==> config.mk <==
export PLATFORM = sky130hd
export DESIGN_NAME = playback_sequencer
export DESIGN_NICKNAME = d
export VERILOG_FILES = /design/src/rtl/playback_sequencer.sv
export SDC_FILE = /design/constraint.sdc
export NUM_CORES = 1
export LEC_CHECK = 0
export CAP_MARGIN = 20
export CORE_AREA = 2 2 108 162
export DETAILED_ROUTE_END_ITERATION = 10
export DIE_AREA = 0 0 110 164
export PLACE_DENSITY_LB_ADDON = 0.12
export SETUP_SLACK_MARGIN = 0.3
export SLEW_MARGIN = 20
export SYNTH_ARGS = -nofsm -noshare
export SYNTH_HDL_FRONTEND = slang
export SYNTH_SLANG_ARGS = --single-unit
==> constraint.sdc <==
create_clock -name clk -period 6.9 [get_ports clk]
set_input_delay 1.725 -clock clk [delete_from_list [all_inputs] [get_ports clk]]
set_output_delay 1.725 -clock clk [all_outputs]
set_load 0.05 [all_outputs]
### M4 wires, run 1

Scale: 2 px per um. Supply wires on this layer in gray.
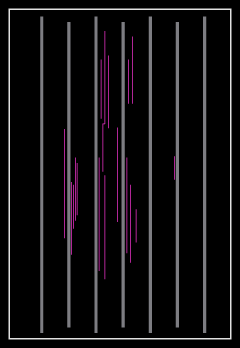
nets with wire on the layer	15
share of all routed wire	3.6%
DR vias: 4997
total routed wirelength: 17460 um

### Clock wires, drivers and flops, run 1

Scale: 2 px per um.
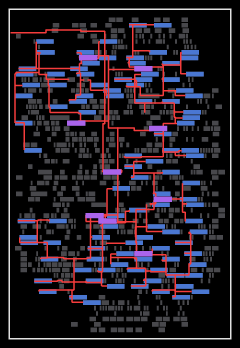
[purple] clock-net drivers | count: 9
[blue] flip-flops | count: 103
[red] clock wires | length: 1450 um
flops lie	all over the die
routed clock nets	10
fraction of power consumed by the clock network: 28.3%
clock skew after layout: 10.76 ps
Clk power: 0.000545 W
clk ins delay skew pair: 360 ps

### Routing congestion map, run 1

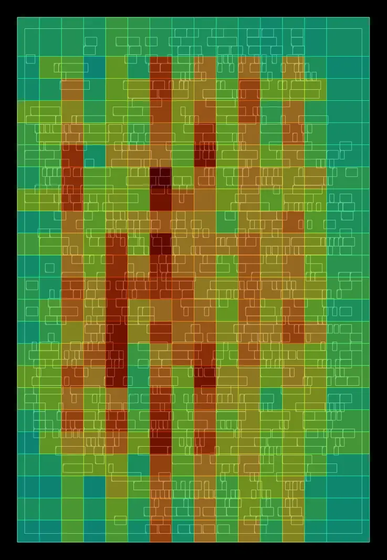
GRT met1 Usage: 23.68%
most utilized layer in the global route result: met2
met3 track demand over resource in global routing: 2.778%

### Placement density heat map, run 1

Scale: 2 px per um. 11 x 16 tiles, from dark blue (low) to red (high), 0 to 100% covered.
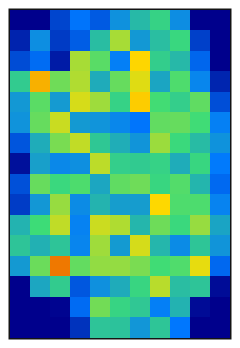
mean over tiles	38%
fullest tile	86%
nearly empty tiles	9.1%
tiles over 75% full	2.8%
area of the core region: 16620 sq um
end-of-flow core utilization: 43.02%
Core Util at FP: 34.23%

==> qor_table.md, run 1 <==
| Step | Metric | Value |
|:---|:---|:---|
| final layout | Comb area | 2869 sq um |
| clock tree | Number of buffers added to fix hold violations after cts | 0 |
| synthesis | Number of enable-type register cells in the synthesized netlist | 0 |
| synthesis | Yosys warning count | 0 |
| timing | Final number of setup-violating endpoints | 0 |
| clock tree | Buffer depth of the longest clock path | 2 |
| drt | Vias/cell | 5.271 |
| grt | Global router's overall resource usage | 20.34% |
| grt | First-pass GRT wire length | 27510 um |
| synthesis | Register bit count reported by yosys | 103 |
| grt | Via count of the first global-routing pass | 5085 |
| drt | First-pass iteration count of the detailed router | 6 |
| drt | Remaining antenna violation count after routing | 0 |
| clock tree | Buffer count from post-CTS setup fixing | 0 |
| power | Total leakage power | 3.300 nW |
| synthesis | Synth Area per Inst | 8.778 sq um |
| final layout | Max FFs per register | 75 |
| timing | Count of final max-slew check failures | 0 |
| worst setup path | Depth of the worst register-to-register path | 20 |
| placement | RD Place Congestion | 0.8808 |
| clock tree | Root Driver | sky130_fd_sc_hd__clkbuf_16 |
| floorplan | Total die area | 18040 sq um |
| grt | Number of antenna violations at the first check in global routing | 0 |
| worst setup path | Critical path startpoint category | input pin |
| timing | TNS Setup | 0 ps |
| worst setup path | Worst Path Max Fanout | 17 |
| floorplan | Height of the die | 164 um |
| clock tree | TritonCTS clock tree | built |
| clock tree | Number of clock sinks | 103 |
| flow run | Number of warnings the tools reported | 27 |
| floorplan | Die X | 110 um |
| grt | Largest net degree at the start of global routing | 64 |
| synthesis | Cell types with the highest counts after synthesis | sky130_fd_sc_hd__nand2_1, sky130_fd_sc_hd__dfrtp_1, sky130_fd_sc_hd__nor2_1 |
| drt | Number of DRC violations after detailed-routing iteration 0 | 185 |
| outcome | Status | complete, no violations |
| synthesis | Most frequent cell after synthesis | sky130_fd_sc_hd__nand2_1 |
| synthesis | Share of the synthesized area in the top cell type | 45.31% |
| floorplan | Row Count | 58 |
| timing | Transition time at the pin with the least slew margin | 820.6 ps |
| timing | Fraction of the cycle the final worst path needs | 88.35% |
run 1: cell families after synthesis:
| family | after synthesis | share of synthesized area (%) |
|---|---|---|
| simple gates | 339 | 26.33 |
| compound gates | 106 | 14.69 |
| flops | 103 | 45.31 |
| buf+inv | 53 | 4.377 |
| mux | 23 | 4.466 |
| xor+xnor | 14 | 2.486 |
| fa+ha+maj | 10 | 2.332 |
run 1: worst max-delay path: cells and delay by family:
family                   cells  cell delay [ps]
AND/OR/NAND/NOR              5             1650
AND-OR/OR-AND                6             1600
adder cells (fa/ha/maj)      2              640
buffers and inverters        1              530
XOR/XNOR                     1              180
run 1: routing by layer:
metal  global-route usage (%)  share of wire [%]  routed length, um
met3                    2.778                4.1                718
met1                    23.68                 39               6830
met2                    36.87                 53               9286
met5                        0                  0                  0
met4                    8.055                3.6                629
run 1: report_power, final:
group	leakage (nW)	switching, W	internal [W]
registers	1.31	0.0000318	0.000692
logic	1.84	0.000405	0.000255
clock network	0.154	0.000255	0.000290
total	3.30	0.000692	0.00124
run 1: layout by cell type, fill, tap and decap left out, types with 3 or more instances in the layout:
cell type	Yosys	final
sky130_fd_sc_hd__ha_1	9	9
sky130_fd_sc_hd__dfrtp_1	103	103
sky130_fd_sc_hd__mux2_2	7	7
sky130_fd_sc_hd__a31oi_1	3	3
sky130_fd_sc_hd__xnor2_1	8	8
sky130_fd_sc_hd__o21ai_0	11	11
sky130_fd_sc_hd__nor3_1	3	3
sky130_fd_sc_hd__a221oi_1	5	5
sky130_fd_sc_hd__mux2i_1	12	12
sky130_fd_sc_hd__a21oi_1	10	10
sky130_fd_sc_hd__o211a_1	4	4
sky130_fd_sc_hd__nand2_1	243	243
sky130_fd_sc_hd__clkbuf_16	0	9
sky130_fd_sc_hd__o211ai_1	9	9
sky130_fd_sc_hd__a211oi_1	16	16
sky130_fd_sc_hd__and3_1	3	3
sky130_fd_sc_hd__nor2_1	29	29
sky130_fd_sc_hd__o2111ai_1	3	3
sky130_fd_sc_hd__buf_4	3	10
sky130_fd_sc_hd__nor4_1	12	12
sky130_fd_sc_hd__inv_1	19	19
sky130_fd_sc_hd__a21o_1	6	6
sky130_fd_sc_hd__and2_1	5	5
sky130_fd_sc_hd__nand4_1	5	5
sky130_fd_sc_hd__clkdlybuf4s50_1	0	98
sky130_fd_sc_hd__nand3_1	11	11
sky130_fd_sc_hd__a32oi_1	3	3
sky130_fd_sc_hd__clkinv_4	0	3
sky130_fd_sc_hd__xor2_1	5	5
sky130_fd_sc_hd__a311oi_1	11	11
sky130_fd_sc_hd__nand2b_1	6	6
run 1: through the flow:
step	instance area (sq um)	hold WS, ps	setup slack (ps)	cells
floorplan	5688	430.9	1342	648
global placement	6837	445.1	638.8	932
detailed placement	6837	457.0	529.6	932
CTS	7149	467.5	873.1	948
global route	7149	496.5	428.5	948
finish	7149	464.5	803.5	948
run 1: layout make-up:
type                            instances  area share (%)
Tap cell                              210           3.675
Clock inverter                          7           1.225
Inverter                               19          0.9975
Multi-Input combinational cell        492           40.13
Sequential cell                       103           36.05
Clock buffer                            9           3.150
Timing Repair Buffer                  108           14.77
==> run 2, diff against run 1 <==
clock period = 5.09 ns   (was 6.9 ns; I/O delays follow)
### Nets reached from selected ports, run 2

Scale: 1.5 px per um.
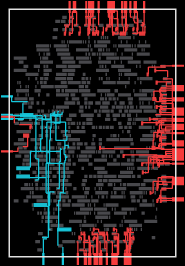
color	port	direction	edge	end cells	wire
cyan	sym_idx	output	3 left, 2 bottom	5	629 um
red	pattern	input	32 right, 21 top, 20 bottom, 2 left	75	1480 um
I/O pins: 100
number of input and output port buffers inserted: 99

### Routing congestion map, run 2

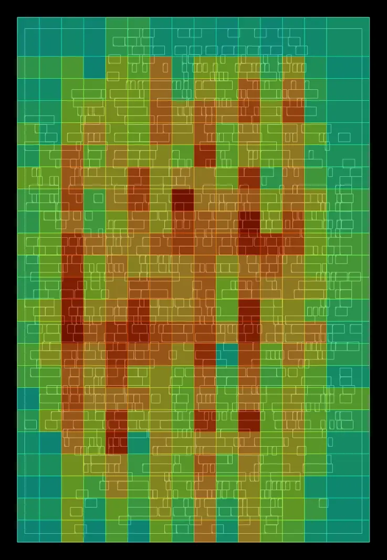
global router's overall resource usage: 20.25%
end-of-flow core utilization: 47.38%
met2 Usage GRT: 35.78%
GRT met1 Usage: 23.91%

==> qor_table.md, run 2 <==
| Step | Metric | Value |
|:---|:---|:---|
| final layout | Fill cells | 1660 |
| grt | Largest net degree at the start of global routing | 69 |
| synthesis | Register bit count reported by yosys | 103 |
| timing | Clock skew after layout | 5.572 ps |
| worst setup path | Largest incremental delay on the critical path | 580 ps |
| worst setup path | Depth of the worst register-to-register path | 17 |
| synthesis | Number of cells produced by synthesis | 648 |
| flow run | Maximum Capacitance Violations | 0 |
| timing | Fraction of the cycle the final worst path needs | 92.59% |
| final layout | Max FFs per register | 75 |
| synthesis | Number of distinct standard cells referenced by the synthesized netlist | 76 |
| power | Portion of total power attributed to sequential cells | 33.7% |
| power | Internal power | 0.001862 W |
| flow run | Number of warnings the tools reported | 27 |
| synthesis | Dominant register cell | sky130_fd_sc_hd__dfrtp_1 |
| final layout | Highest-count cells in the layout ignoring fill and taps | sky130_fd_sc_hd__nand2_1, sky130_fd_sc_hd__dfrtp_1, sky130_fd_sc_hd__clkdlybuf4s50_1, sky130_fd_sc_hd__buf_4, sky130_fd_sc_hd__nor2_1 |
| timing | Tightest hold margin | 469.0 ps |
| floorplan | Die X | 110 um |
| power | Sw Ratio | 36.12% |
| worst setup path | Depth of the critical timing path with buffers and inverters included | 14 |
| synthesis | Summed standard-cell area reported by yosys | 5688 sq um |
| floorplan | Total die area | 18040 sq um |
| clock tree | Clk ins delay skew pair | 350 ps |
| synthesis | Largest area contributor in the synthesized netlist | sky130_fd_sc_hd__dfrtp_1 |
| worst setup path | Cell family with the largest share of critical-path delay | AND-OR/OR-AND gates |
| grt | Via count of the first global-routing pass | 5343 |
| worst setup path | Critical path startpoint category | input pin |
| grt | First-pass GRT wire length | 27680 um |
| worst setup path | Worst Path Max Fanout | 7 |
| power | Maximum ir drop on the vdd rail | 156.7 uV |
| floorplan | Height of the die | 164 um |
| timing | Count of final max-slew check failures | 0 |
| floorplan | Row Count | 58 |
| synthesis | Yosys warning count | 0 |
| drt | First-pass iteration count of the detailed router | 4 |
| drt | Remaining antenna violation count after routing | 0 |
| power | Total design power | 0.002915 W |
| grt | Number of antenna violations at the first check in global routing | 0 |
| synthesis | Share of the synthesized area in the top cell type | 45.31% |
| outcome | Status | complete, no violations |
| power | Logic gate share of total power | 41.8% |
| clock tree | TritonCTS clock tree | built |
| drt | Total routed wirelength | 17990 um |
| final layout | Top cell excl fill/tap | sky130_fd_sc_hd__nand2_1 |
| synthesis | Number of enable-type register cells in the synthesized netlist | 0 |
| synthesis | Most frequent cell after synthesis | sky130_fd_sc_hd__nand2_1 |
| clock tree | Root Driver | sky130_fd_sc_hd__clkbuf_16 |
| floorplan | Area of the core region | 16620 sq um |
| synthesis | Synth Area per Inst | 8.778 sq um |
| placement | RD Place Congestion | 0.8964 |
| power | Fraction of power consumed by the clock network | 24.5% |
| timing | Final worst setup slack | 377.2 ps |
| drt | Number of DRC violations after detailed-routing iteration 0 | 303 |
| placement | Post-placement setup slack | -309.8 ps |
| timing | Transition time at the pin with the least slew margin | 891.8 ps |
| power | Switch Pwr | 0.001053 W |
| clock tree | Number of clock sinks | 103 |
| final layout | Final standard cell area without fillers | 7874 sq um |
| timing | Final number of setup-violating endpoints | 0 |
| worst setup path | Buffering stage count on the worst path with inverters included | 2 |
| power | Total leakage power | 3.572 nW |
| drt | DR vias | 5200 |
| synthesis | Cell types with the highest counts after synthesis | sky130_fd_sc_hd__nand2_1, sky130_fd_sc_hd__dfrtp_1, sky130_fd_sc_hd__nor2_1 |
| placement | Total cell area at the placement stage | 7107 sq um |
| worst setup path | Worst path slowest cell | sky130_fd_sc_hd__fa_2 |
| drt | Routed length per placed instance | 18.19 um |
| grt | Remaining global-route overflow | 0 |
| drt | Vias/cell | 5.258 |
| floorplan | Core Util at FP | 34.23% |
| clock tree | Buffer depth of the longest clock path | 2 |
[run 2: cell count changes in the layout (fill, tap and decap cells not counted), moves of 4 or more]
cell	change
sky130_fd_sc_hd__buf_4	+36
sky130_fd_sc_hd__nor4_1	-7
sky130_fd_sc_hd__a211oi_1	-4
sky130_fd_sc_hd__nor4_4	+4
[run 2: layout make-up]
class / count / area, sq um / area share [%]
tap: 210 / 262.8 / 3.337
multi-input combinational: 493 / 3263 / 41.44
sequential: 103 / 2580 / 32.77
clock buffer: 11 / 242.7 / 3.083
clock inverter: 5 / 65.06 / 0.8263
inverter: 19 / 71.32 / 0.9058
timing repair buffer: 148 / 1389 / 17.64
[run 2: power by group through the flow]
stage	Clock (W)	Combinational (W)	Sequential [W]
6_report	0.000713	0.00122	0.000983
5_1_grt	0.000759	0.00131	0.000995
4_1_cts	0.000731	0.00104	0.000984
3_5_place_dp	0	0.000993	0.000999
3_3_place_gp	0	0.000977	0.000998
2_1_floorplan	0	0.000580	0.00103
[run 2: what timing repair did]
action                                  in CTS  in global routing
resized                                     15                 52
endpoints found under the setup margin       8                  8
hold buffers                                 0                  0
buffers inserted                             0                  9
pin swaps                                    6                 25
gates cloned                                 1                  0
[run 2: cell families after synthesis]
group                    after synthesis  share of synthesized area (%)
AND/OR/NAND/NOR                      339                          26.33
AND-OR/OR-AND                        106                          14.69
flip-flops                           103                          45.31
buffers and inverters                 53                          4.377
multiplexers                          23                          4.466
XOR/XNOR                              14                          2.486
adder cells (fa/ha/maj)               10                          2.332
[run 2: per-layer routing]
layer | share of wire (%) | track usage (%) | routed length [um]
met2 | 52 | 35.78 | 9438
met4 | 3.8 | 9.206 | 684
met3 | 4.5 | 2.738 | 804
met1 | 39 | 23.91 | 7062
met5 | 0 | 0 | 0
[run 2: worst register-to-register path: cells and delay by family (launching register included)]
family,cells,cell delay (ps)
AND-OR/OR-AND,6,1510
adder cells (fa/ha/maj),3,940
AND/OR/NAND/NOR,3,780
multiplexers,2,480
flip-flops,1,430
buffers and inverters,2,280
XOR/XNOR,1,150
[run 2: per-stage QoR]
stage	setup TNS, ps	std cells
final	0	989
after global placement	-1646	963
after CTS	0	980
after floorplan	0	648
after detailed placement	-2060	963
after global routing	0	989
Power is estimated from default activity; no workload was simulated.
